### src/rtl/uart_rx_oversampled_pkg.sv
// -----------------------------------------------------------------------------
// uart_rx_oversampled_pkg
// Shared UART definitions: FSM state encodings, default framing parameters,
// parameter legality checks and the even-parity helper. Intended to be reused
// by the future uart_tx.
// Optional feature macro used by the receiver: UART_RX_PARITY_EN.
// -----------------------------------------------------------------------------
package uart_rx_oversampled_pkg;

  localparam int unsigned DEFAULT_OSR       = 8;
  localparam int unsigned DEFAULT_DATA_BITS = 8;

  typedef enum logic [2:0] {
    ST_IDLE   = 3'd0,
    ST_START  = 3'd1,
    ST_DATA   = 3'd2,
    ST_PARITY = 3'd3,
    ST_STOP   = 3'd4
  } rx_state_e;

  // The sampling point sits at OSR/2, so the rate must be even and leave room
  // for a mid-bit sample distinct from the bit edges.
  function automatic bit osr_is_legal(input int unsigned osr);
    return (osr >= 32'd4) && ((osr % 32'd2) == 32'd0);
  endfunction

  function automatic bit data_bits_legal(input int unsigned bits);
    return (bits >= 32'd5) && (bits <= 32'd9);
  endfunction

  // Even parity: XOR over data word plus parity bit must be zero. Words are
  // zero-extended to 9 bits, which does not change the XOR reduction.
  function automatic logic parity_mismatch(input logic [8:0] word, input logic par_bit);
    return ^{word, par_bit};
  endfunction

endpackage

### src/rtl/uart_rx_oversampled_sync_edge_detect.sv
// -----------------------------------------------------------------------------
// sync_edge_detect
// 2-FF synchroniser for an asynchronous single-bit input plus a registered
// one-cycle rising-edge pulse.
// Ports:
//   clk_in    - system clock
//   nrst_in   - synchronous active-low reset (all flops to 0)
//   async_in  - asynchronous input
//   level_out - synchronised level
//   rise_out  - one clk_in cycle pulse per rising edge of the synchronised level
// -----------------------------------------------------------------------------
module sync_edge_detect (
  input  logic clk_in,
  input  logic nrst_in,
  input  logic async_in,
  output logic level_out,
  output logic rise_out
);

  logic sync1_q, sync1_d;
  logic sync2_q, sync2_d;
  logic prev_q,  prev_d;
  logic rise_q,  rise_d;

  // Next-state: shift the synchroniser chain and detect a 0->1 transition.
  always_comb begin
    sync1_d = async_in;
    sync2_d = sync1_q;
    prev_d  = sync2_q;
    rise_d  = sync2_q & ~prev_q;
  end

  // Synchroniser and edge-detect flops with synchronous reset.
  always_ff @(posedge clk_in) begin
    if (!nrst_in) begin
      sync1_q <= 1'b0;
      sync2_q <= 1'b0;
      prev_q  <= 1'b0;
      rise_q  <= 1'b0;
    end else begin
      sync1_q <= sync1_d;
      sync2_q <= sync2_d;
      prev_q  <= prev_d;
      rise_q  <= rise_d;
    end
  end

  assign level_out = sync2_q;
  assign rise_out  = rise_q;

endmodule

### src/rtl/uart_rx_oversampled.sv
// -----------------------------------------------------------------------------
// uart_rx_oversampled
// 8N1-style UART receiver driven by the rising edges of an oversampling clock
// (treated as data and synchronised into clk_in). Each received word is shown
// on data_out with a one-cycle data_valid_out strobe; a low stop bit gives a
// one-cycle frame_err_out instead.
// Optional feature: define UART_RX_PARITY_EN to add an even-parity bit after
// the data bits and the parity_err_out pulse output.
// Ports:
//   clk_in         - system clock
//   nrst_in        - synchronous active-low reset
//   os_clk_in      - oversampling clock from the baud generator
//   rx_in          - asynchronous serial line, idle high
//   data_out       - last good received word
//   data_valid_out - one-cycle pulse, data_out is new
//   frame_err_out  - one-cycle pulse, stop bit sampled low
//   parity_err_out - (UART_RX_PARITY_EN only) one-cycle pulse, parity mismatch
//   busy_out       - high while the receiver is not idle
// -----------------------------------------------------------------------------
module uart_rx_oversampled
  import uart_rx_oversampled_pkg::*;
#(
  parameter int unsigned OVERSAMPLING_RATE = DEFAULT_OSR,
  parameter int unsigned DATA_BITS         = DEFAULT_DATA_BITS
) (
  input  logic                 clk_in,
  input  logic                 nrst_in,
  input  logic                 os_clk_in,
  input  logic                 rx_in,
  output logic [DATA_BITS-1:0] data_out,
  output logic                 data_valid_out,
  output logic                 frame_err_out,
`ifdef UART_RX_PARITY_EN
  output logic                 parity_err_out,
`endif
  output logic                 busy_out
);

  localparam int unsigned OS_W  = $clog2(OVERSAMPLING_RATE);
  localparam int unsigned BIT_W = $clog2(DATA_BITS + 1);

  localparam logic [OS_W-1:0]  OS_MID   = OS_W'(OVERSAMPLING_RATE / 2 - 1);
  localparam logic [OS_W-1:0]  OS_LAST  = OS_W'(OVERSAMPLING_RATE - 1);
  localparam logic [OS_W-1:0]  OS_ONE   = OS_W'(1);
  localparam logic [BIT_W-1:0] BIT_LAST = BIT_W'(DATA_BITS - 1);
  localparam logic [BIT_W-1:0] BIT_ONE  = BIT_W'(1);

  if (!osr_is_legal(OVERSAMPLING_RATE)) begin : g_bad_osr
    $error("OVERSAMPLING_RATE must be even and >= 4");
  end
  if (!data_bits_legal(DATA_BITS)) begin : g_bad_data_bits
    $error("DATA_BITS must be in 5..9");
  end

`ifdef UART_RX_PARITY_EN
  localparam rx_state_e AFTER_DATA = ST_PARITY;
`else
  localparam rx_state_e AFTER_DATA = ST_STOP;
`endif

  logic tick_s;
  logic rx_s;
  logic os_level_unused_s;
  logic rx_rise_unused_s;

  sync_edge_detect u_os_sync (
    .clk_in    (clk_in),
    .nrst_in   (nrst_in),
    .async_in  (os_clk_in),
    .level_out (os_level_unused_s),
    .rise_out  (tick_s)
  );

  sync_edge_detect u_rx_sync (
    .clk_in    (clk_in),
    .nrst_in   (nrst_in),
    .async_in  (rx_in),
    .level_out (rx_s),
    .rise_out  (rx_rise_unused_s)
  );

  rx_state_e            state_q,   state_d;
  logic [OS_W-1:0]      os_cnt_q,  os_cnt_d;
  logic [BIT_W-1:0]     bit_cnt_q, bit_cnt_d;
  logic [DATA_BITS-1:0] shift_q,   shift_d;
  logic [DATA_BITS-1:0] data_q,    data_d;
  logic                 valid_q,   valid_d;
  logic                 ferr_q,    ferr_d;
  logic                 busy_q,    busy_d;
`ifdef UART_RX_PARITY_EN
  logic                 par_bad_q, par_bad_d;
  logic                 perr_q,    perr_d;
`endif

  // Next-state logic: every state/counter change is gated by tick_s, while the
  // pulse outputs default to 0 so they last exactly one clk_in cycle.
  always_comb begin
    state_d   = state_q;
    os_cnt_d  = os_cnt_q;
    bit_cnt_d = bit_cnt_q;
    shift_d   = shift_q;
    data_d    = data_q;
    valid_d   = 1'b0;
    ferr_d    = 1'b0;
`ifdef UART_RX_PARITY_EN
    par_bad_d = par_bad_q;
    perr_d    = 1'b0;
`endif
    if (tick_s) begin
      case (state_q)
        ST_IDLE: begin
          if (!rx_s) begin
            state_d  = ST_START;
            os_cnt_d = '0;
          end else begin
            state_d = ST_IDLE;
          end
        end
        ST_START: begin
          if (os_cnt_q == OS_MID) begin
            os_cnt_d  = '0;
            bit_cnt_d = '0;
            // A line that is high again at mid start bit was a glitch.
            if (!rx_s) begin
              state_d = ST_DATA;
            end else begin
              state_d = ST_IDLE;
            end
          end else begin
            os_cnt_d = os_cnt_q + OS_ONE;
          end
        end
        ST_DATA: begin
          if (os_cnt_q == OS_LAST) begin
            // Right shift: the first (LSB) bit ends up in bit 0.
            shift_d   = {rx_s, shift_q[DATA_BITS-1:1]};
            os_cnt_d  = '0;
            bit_cnt_d = bit_cnt_q + BIT_ONE;
            if (bit_cnt_q == BIT_LAST) begin
              state_d = AFTER_DATA;
            end else begin
              state_d = ST_DATA;
            end
          end else begin
            os_cnt_d = os_cnt_q + OS_ONE;
          end
        end
`ifdef UART_RX_PARITY_EN
        ST_PARITY: begin
          if (os_cnt_q == OS_LAST) begin
            par_bad_d = parity_mismatch(9'(shift_q), rx_s);
            os_cnt_d  = '0;
            state_d   = ST_STOP;
          end else begin
            os_cnt_d = os_cnt_q + OS_ONE;
          end
        end
`endif
        ST_STOP: begin
          if (os_cnt_q == OS_LAST) begin
            // Leave at mid stop bit to gain half a bit of resync margin.
            state_d  = ST_IDLE;
            os_cnt_d = '0;
            if (!rx_s) begin
              ferr_d = 1'b1;
`ifdef UART_RX_PARITY_EN
            end else if (par_bad_q) begin
              perr_d = 1'b1;
`endif
            end else begin
              data_d  = shift_q;
              valid_d = 1'b1;
            end
          end else begin
            os_cnt_d = os_cnt_q + OS_ONE;
          end
        end
        default: begin
          state_d   = ST_IDLE;
          os_cnt_d  = '0;
          bit_cnt_d = '0;
        end
      endcase
    end else begin
      state_d = state_q;
    end
    busy_d = (state_d != ST_IDLE);
  end

  // FSM, datapath and registered outputs with synchronous reset.
  always_ff @(posedge clk_in) begin
    if (!nrst_in) begin
      state_q   <= ST_IDLE;
      os_cnt_q  <= '0;
      bit_cnt_q <= '0;
      shift_q   <= '0;
      data_q    <= '0;
      valid_q   <= 1'b0;
      ferr_q    <= 1'b0;
      busy_q    <= 1'b0;
`ifdef UART_RX_PARITY_EN
      par_bad_q <= 1'b0;
      perr_q    <= 1'b0;
`endif
    end else begin
      state_q   <= state_d;
      os_cnt_q  <= os_cnt_d;
      bit_cnt_q <= bit_cnt_d;
      shift_q   <= shift_d;
      data_q    <= data_d;
      valid_q   <= valid_d;
      ferr_q    <= ferr_d;
      busy_q    <= busy_d;
`ifdef UART_RX_PARITY_EN
      par_bad_q <= par_bad_d;
      perr_q    <= perr_d;
`endif
    end
  end

  assign data_out       = data_q;
  assign data_valid_out = valid_q;
  assign frame_err_out  = ferr_q;
  assign busy_out       = busy_q;
`ifdef UART_RX_PARITY_EN
  assign parity_err_out = perr_q;
`endif

endmodule
### config.mk
export PLATFORM = sky130hd
export DESIGN_NAME = uart_rx_oversampled
export DESIGN_NICKNAME = d
export VERILOG_FILES = /design/src/rtl/uart_rx_oversampled_pkg.sv /design/src/rtl/uart_rx_oversampled_sync_edge_detect.sv /design/src/rtl/uart_rx_oversampled.sv
export SDC_FILE = /design/constraint.sdc
export NUM_CORES = 1
export LEC_CHECK = 0
export ABC_AREA = 1
export CORE_ASPECT_RATIO = 1.1
export CORE_MARGIN = 4
export CORE_UTILIZATION = 60
export CTS_BUF_LIST = sky130_fd_sc_hd__clkbuf_8
export CTS_CLUSTER_DIAMETER = 50
export CTS_CLUSTER_SIZE = 30
export DETAILED_ROUTE_END_ITERATION = 8
export MAX_ROUTING_LAYER = met4
export PLACE_DENSITY_LB_ADDON = 0.3
export SLEW_MARGIN = 20
export SYNTH_ARGS = -nofsm -noshare
export SYNTH_HDL_FRONTEND = slang
export SYNTH_SLANG_ARGS = --single-unit
### constraint.sdc
create_clock -name clk_in -period 2.8 [get_ports clk_in]
set_input_delay 0.56 -clock clk_in [delete_from_list [all_inputs] [get_ports clk_in]]
set_output_delay 0.56 -clock clk_in [all_outputs]
set_load 0.01 [all_outputs]
run_1/layers.png
Scale bar: 20 um. Only two layers are drawn.
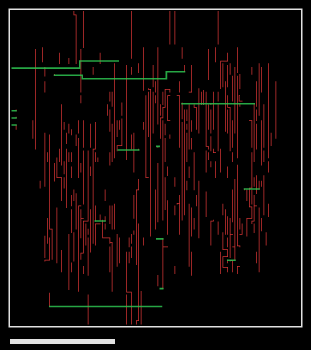
M3 -> green  # wire length 97.2 um
M2 -> red  # wire length 1,360 um
Routed WL: 2800 um
average wire length per cell after detail routing: 11.4 um
total global routing track utilization: 19.7%

run_1/util_map.png
The die is cut into 6 by 6 equal tiles; black is low, pale yellow is high, 0 to 100% covered.
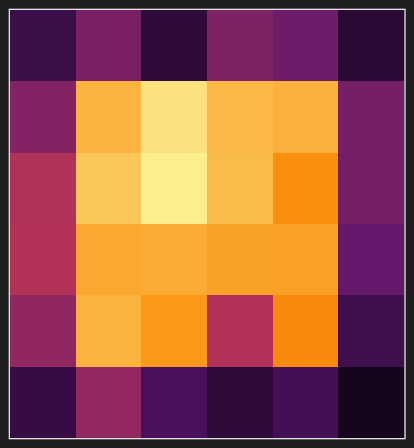
mean over tiles = 51%
emptiest ninth of the die = lower right
tiles over 75% full = 39%
densest ninth of the die = center
fullest tile = 96%
starting utilization of the core area: 64.6%
core area: 0.00232 mm2
Post-Route Utilization: 75.0%

run_1/ff_map.png
Scale bar: 20 um. Other sequential cells in the stronger gray, the rest of the logic in the fainter gray.
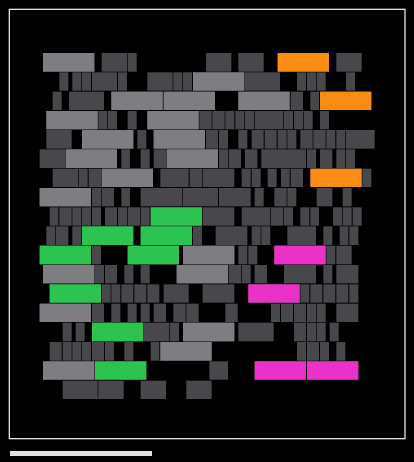
`bit_cnt_q` -> magenta  # placed flops 4
`state_q` -> orange  # placed flops 3
`data_out` -> green  # placed flops 8, where middle left
not colored = 20
sequential standard cell area: 701 um2
sequential share of cell area: 40.3%
sequential logic power: 507 uW

==> impl_results.rst, run 1 <==
Run summary
-----------

.. list-table::
   :header-rows: 1

   * - Metric
     - Value
   * - Leakage power of the design
     - 0.834 nW
   * - Number of antenna-violating nets in the routed design
     - 0
   * - Depth of the worst hold-timing path
     - 1
   * - Clock edge transition at the registers on the reported setup and hold paths
     - 0.06 ns
   * - Post-synth ARST share
     - 0%
   * - Yosys Instances
     - ~200
   * - Number of failing hold endpoints at the final stage
     - 0
   * - TAP cells
     - 30
   * - Crit path DAT
     - around 1.9 ns
   * - Crit-path max FO
     - 9
   * - Biggest area contributors in the synthesized netlist
     - sky130_fd_sc_hd__dfxtp_1, sky130_fd_sc_hd__nor2_1, sky130_fd_sc_hd__nand2_1
   * - Run status
     - complete, no violations
   * - Non-Clock Inverter Count
     - 25
   * - Remaining DRCs
     - 0
   * - Yosys adder share
     - between 5 and 6%
   * - Xor and xnor fraction of the mapped netlist area
     - 1.17%
   * - Met3 routed wirelength
     - between 90 and 100 um
   * - Post-synth regs
     - 35
   * - Horizontal die dimension
     - between 50 and 60 um
   * - Stage-log warning count
     - 29
   * - Mapped cell area
     - about 0.0015 mm2
   * - Warnings from Yosys
     - 0
   * - Mean cell area of the mapped netlist
     - between 7 and 8 um2
   * - Final weighted congestion in routability-driven placement
     - about 0.85
   * - Crit path buffers/inverters
     - 1
   * - Post-detailed-route via-to-cell ratio
     - slightly above 5
   * - Most frequent cells after synthesis
     - sky130_fd_sc_hd__nor2_1, sky130_fd_sc_hd__dfxtp_1, sky130_fd_sc_hd__nand2_1, sky130_fd_sc_hd__inv_1, sky130_fd_sc_hd__o21ai_0
   * - Largest family of logic cells by area
     - simple AND/OR/NAND/NOR gates
   * - Main flop type after synthesis
     - sky130_fd_sc_hd__dfxtp_1
   * - Amount of wire on met2 after detailed routing
     - 1360 um
   * - Max incr delay on CP
     - around 0.34 ns
   * - Count of non-CTS buffers in the layout
     - 15
   * - CTS Hold Bufs
     - 0
   * - Crit-path cells
     - ha_1 -> ha_1 -> nand2_1 -> nor3_4 -> inv_2 -> nor2_1 -> nor2_1
   * - Clock latency at the later pin of the worst-skew pair
     - 0.28 ns
   * - Slew @ Worst Pin
     - 0.319 ns
   * - Clock sink count
     - 35
   * - First-pass GRT wire length
     - ~4800 um
   * - Net count entering floorplan
     - approximately 210
   * - Comb gates
     - roughly 130
   * - Number of slew-limit violations in the final report
     - 0
   * - Share of synthesized area spent on multiplexers
     - 0%
   * - Minimum clock period
     - ~1.7 ns
   * - Via total after detailed routing
     - roughly 1.2k
   * - Number of flops mapped to enable cells by yosys
     - 0
   * - Vertical die dimension
     - approximately 60 um
   * - Count of buffers added by post-CTS timing repair for setup
     - 0
   * - Category of the worst setup path capture point
     - flip-flop
   * - DRC violation total after the first TritonRoute iteration
     - about 60
   * - Synth Area in Compound Gates
     - 9.68%
   * - Maximum number of pins on one net before global-route repair
     - 30
   * - PD cells
     - between 400 and 500 mW/mm2
   * - Total clock buffers created by CTS
     - 5
   * - Initial antenna violation count
     - 0
   * - H-tree depth reported by CTS
     - 2
   * - Proportion of netlist area held by the largest area contributor
     - 46.7%
   * - Standard-cell rows
     - 18
   * - AND/OR/NAND/NOR Cells, Area Fraction
     - ~30%
   * - Multi-input logic portion of the cell area
     - roughly two fifths
-- run 1: worst paths after layout --
path	start	to	slack, ns
min reg2reg	u_os_sync.prev_q	u_os_sync.rise_out	0.39
max	os_cnt_q[1]	data_out[7]	1.06
max reg2reg	os_cnt_q[1]	data_out[7]	1.06
min	u_os_sync.prev_q	u_os_sync.rise_out	0.39
-- run 1: worst reg2reg max path: cells and delay by family, from the launching register on --
| family | cells | cell delay [ns] |
|---|---|---|
| fa+ha+maj | 2 | 0.49 |
| buf+inv | 1 | 0.14 |
| flops | 1 | 0.33 |
| simple gates | 4 | 0.68 |
-- run 1: layout by cell type (no fill, tap or decap), drive strengths merged --
cell type	instances
inv	26
clkbuf	5
nand4	2
nor2	46
o21ai	20
a21oi	9
dfxtp	35
ha	6
buf	1
nand2	34
clkdlybuf4s50	14
nor3	4
nand3	11
xor2	2
-- run 1: metrics by stage --
step           instance area, um2  power, mW  setup slack (ns)  hold WS, ns  instances
2_1_floorplan                1500      0.533              1.28        0.368        198
3_3_place_gp                 1670      0.542              1.14        0.374        239
3_5_place_dp                 1670      0.542              1.07        0.376        239
4_1_cts                      1740      0.863              1.05        0.385        245
5_1_grt                      1740      0.884             0.906        0.405        245
6_report                     1740      0.845              1.06        0.389        245
-- run 1: power by group --
| part | internal, mW | switching (mW) |
|---|---|---|
| clock network | 0.162 | 0.152 |
| registers | 0.503 | 0.00355 |
| logic | 0.0102 | 0.0150 |
| total | 0.675 | 0.171 |
-- run 1: per-layer routing --
metal | vias to the layer above | global-route usage [%]
li1 | 655 | -
met1 | 567 | 20.4
met2 | 20 | 33.1
met3 | 7 | 5.74
met4 | 0 | 13.2
met5 | - | -
==> run 1 -> run 2 <==
- CORE_UTILIZATION: 60 -> 52
- clock period: 2.8 -> 1.4 ns (I/O delays scaled with it)
==> run 2 against run 1 <==
Effect of this change:
- total power grew 100%
- highest routed layer unchanged
- sequential power up 99%
- non-clock buffer count rose by 10
- wire length increased by 14%
- flip-flop count did not move
- worst hold slack worse by 0.014 ns
- synthesized cell count stayed put
- critical path type unchanged
==> impl_results.rst, run 2 <==
Run summary
-----------

.. list-table::
   :header-rows: 1

   * - Metric
     - Value
   * - Run status
     - complete, no violations (unchanged)
   * - Initial antenna violation count
     - 0 (unchanged)
   * - Warnings from Yosys
     - 0 (unchanged)
   * - Comb gates
     - 134 (unchanged)
   * - Met1 wire length
     - 1390 um (was 1290 um)
   * - CTS Hold Bufs
     - 0 (unchanged)
   * - Non-Clock Inverter Count
     - 25 (unchanged)
   * - Proportion of netlist area held by the largest area contributor
     - 46.7% (unchanged)
   * - Clock latency at the later pin of the worst-skew pair
     - 0.28 ns (about the same)
   * - Amount of wire on met2 after detailed routing
     - 1660 um (was 1360 um)
   * - Top Usage Layer GRT
     - met2 (unchanged)
   * - Most used logic cell in the final layout
     - sky130_fd_sc_hd__nor2_1 (unchanged)
   * - Post-synth regs
     - 35 (unchanged)
   * - Clock edge transition at the registers on the reported setup and hold paths
     - 0.07 ns (was 0.06 ns)
   * - I/O pins
     - 15 (unchanged)
   * - Met2 Usage GRT
     - 33.6% (was 33.1%)
   * - Fraction of power consumed by combinational cells
     - 3.6% (was 3.0%)
   * - Horizontal die dimension
     - 59.2 um (was 55.7 um)
   * - Dpl cells
     - 250 (was 239)
   * - TritonCTS clock tree
     - yes (unchanged)
   * - Average wire length per cell after detail routing
     - 12.4 um (was 11.4 um)
   * - Number of failing hold endpoints at the final stage
     - 0 (unchanged)
   * - Main flop type after synthesis
     - sky130_fd_sc_hd__dfxtp_1 (unchanged)
   * - Total clock buffers created by CTS
     - 5 (unchanged)
   * - Vertical die dimension
     - 64.3 um (was 60.4 um)
   * - Yosys Instances
     - 198 (unchanged)
   * - Number of slew-limit violations in the final report
     - 0 (unchanged)
   * - Sequential standard cell area
     - 706 um2 (was 701 um2)
   * - Mean cell area of the mapped netlist
     - 7.57 um2 (unchanged)
   * - Total global routing track utilization
     - 19.6% (was 19.7%)
   * - H-tree depth reported by CTS
     - 2 (unchanged)
   * - Most frequent cells after synthesis
     - sky130_fd_sc_hd__nor2_1, sky130_fd_sc_hd__dfxtp_1, sky130_fd_sc_hd__nand2_1, sky130_fd_sc_hd__inv_1, sky130_fd_sc_hd__o21ai_0 (unchanged)
   * - DRC violation total after the first TritonRoute iteration
     - 59 (was 60)
   * - Mapped cell area
     - 0.00150 mm2 (unchanged)
   * - Non-filler cells in the finished layout
     - 258 (was 245)
   * - Most used cells in the layout excluding fill and tap cells
     - sky130_fd_sc_hd__nor2_1, sky130_fd_sc_hd__dfxtp_1, sky130_fd_sc_hd__nand2_1 (unchanged)
   * - Routed WL
     - 3200 um (was 2800 um)
   * - Count of non-CTS buffers in the layout
     - 25 (was 15)
   * - Met3 routed wirelength
     - 92 um (was 97 um)
   * - Global routing met1 resource utilization
     - 20.8% (was 20.4%)
   * - Crit-path max FO
     - 8 (was 9)
   * - Category of the worst setup path capture point
     - flip-flop (unchanged)
   * - Post-detailed-route via-to-cell ratio
     - 5.20 (was 5.10)
   * - Share of total power in the clock network
     - 37.3% (was 37.1%)
   * - Number of antenna-violating nets in the routed design
     - 0 (unchanged)
   * - Summed negative setup slack over all endpoints
     - 0 ns (unchanged)
   * - Net Switching
     - 360 uW (was 171 uW)
   * - TAP cells
     - 33 (was 30)
   * - PD cells
     - 895 mW/mm2 (was 486 mW/mm2)
   * - Biggest area contributors in the synthesized netlist
     - sky130_fd_sc_hd__dfxtp_1, sky130_fd_sc_hd__nor2_1, sky130_fd_sc_hd__nand2_1 (unchanged)
   * - Minimum clock period
     - 1.39 ns (was 1.74 ns)
   * - Switch share
     - 21.0% (was 20.2%)
   * - Post-synth ARST share
     - 0% (unchanged)
   * - Number of flops mapped to enable cells by yosys
     - 0 (unchanged)
   * - Sequential Power Share
     - 59.0% (was 59.9%)
   * - Leakage power of the design
     - 0.958 nW (was 0.834 nW)
   * - First-pass GRT wire length
     - 5690 um (was 4830 um)
   * - Met3 Usage GRT
     - 5.05% (was 5.74%)
   * - Count of buffers added by post-CTS timing repair for setup
     - 2 (was 0)
   * - Maximum number of pins on one net before global-route repair
     - 30 (unchanged)
   * - Multi-input logic portion of the cell area
     - 40.4% (was 39.5%)
   * - Via total after detailed routing
     - 1,342 (was 1,249)
   * - Stage-log warning count
     - 31 (was 29)
==> run 2: path summary, 6_finish.rpt <==
kind                    startpoint                  to  slack (ns)  cells after the start
setup reg to reg       os_cnt_q[1]         data_out[3]       0.005                      7
hold / removal    u_os_sync.prev_q  u_os_sync.rise_out        0.38                      1
setup / recovery       os_cnt_q[1]         data_out[3]       0.005                      7
hold reg to reg   u_os_sync.prev_q  u_os_sync.rise_out        0.38                      1
==> run 2: critical path: stages, from the launching register on <==
cell	delay (ns)
sky130_fd_sc_hd__dfxtp_2	0.35
sky130_fd_sc_hd__ha_4	0.16
sky130_fd_sc_hd__ha_4	0.17
sky130_fd_sc_hd__nand2_4	0.06
sky130_fd_sc_hd__nor3_4	0.21
sky130_fd_sc_hd__inv_2	0.13
sky130_fd_sc_hd__nor2_2	0.15
sky130_fd_sc_hd__nor2_1	0.05
==> run 2: logic make-up after synthesis <==
group           after synthesis  share of synthesized area [%]
fa+ha+maj                     6                           5.01
flops                        35                           46.7
xor+xnor                      2                           1.17
simple gates                 97                           30.0
buf+inv                      29                           7.43
compound gates               29                           9.68
==> run 2: through the flow <==
stage	hold slack, ns	power [mW]	worst slack [ns]	utilization (%)	cell area [um2]
6_report	0.375	1.72	0.00525	69.7	1920
3_5_place_dp	0.378	1.09	-0.178	63.9	1760
4_1_cts	0.381	1.73	-0.0433	68.1	1870
3_3_place_gp	0.375	1.09	-0.0990	63.9	1760
2_1_floorplan	0.368	1.07	0.0249	-	1510
5_1_grt	0.399	1.79	-0.0880	69.7	1920
==> run 2: power groups by stage <==
stage                     Combinational [mW]  Clock (mW)  Sequential, mW
after floorplan                       0.0335           0            1.03
after global placement                0.0571           0            1.03
after detailed placement              0.0586           0            1.03
after CTS                             0.0596       0.655            1.01
after global routing                  0.0688       0.713            1.01
final                                 0.0623       0.641            1.01
run_2/class_map.png
Scale bar: 20 um. Fill, decap, tap and diode cells in gray.
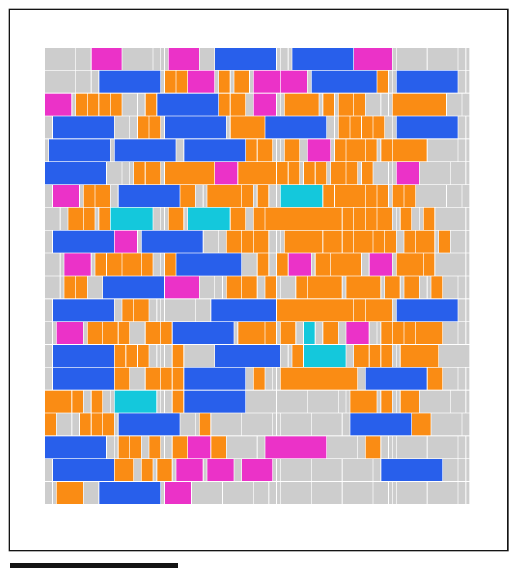
registers -> blue  # cells 35
remaining logic cells -> orange  # cells 159
clock drivers and dummy loads -> cyan  # cells 6
remaining buffers and delay cells -> magenta  # cells 25
total non-filler cell area in the finished layout: 0.00192 mm2
Post-Route Utilization: 69.7%
sequential share of cell area: 36.8%
standard-cell rows: 20
core area: 0.00275 mm2

run_2/util_map.png
The die is cut into 6 by 6 equal tiles; black is low, pale yellow is high, 0 to 100% covered.
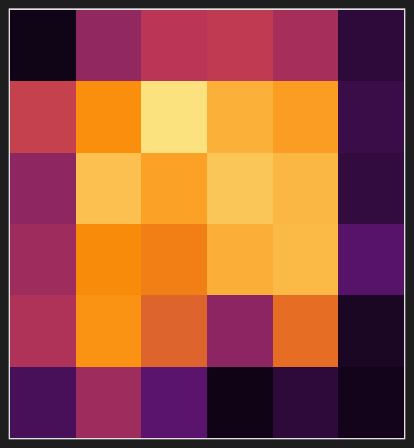
fullest tile = 94%
tiles over 75% full = 31%
mean over tiles = 49%
densest ninth of the die = center
emptiest ninth of the die = lower right
starting utilization of the core area: 54.5%

Power figures rest on the tool's default switching activity, not on a simulated workload.
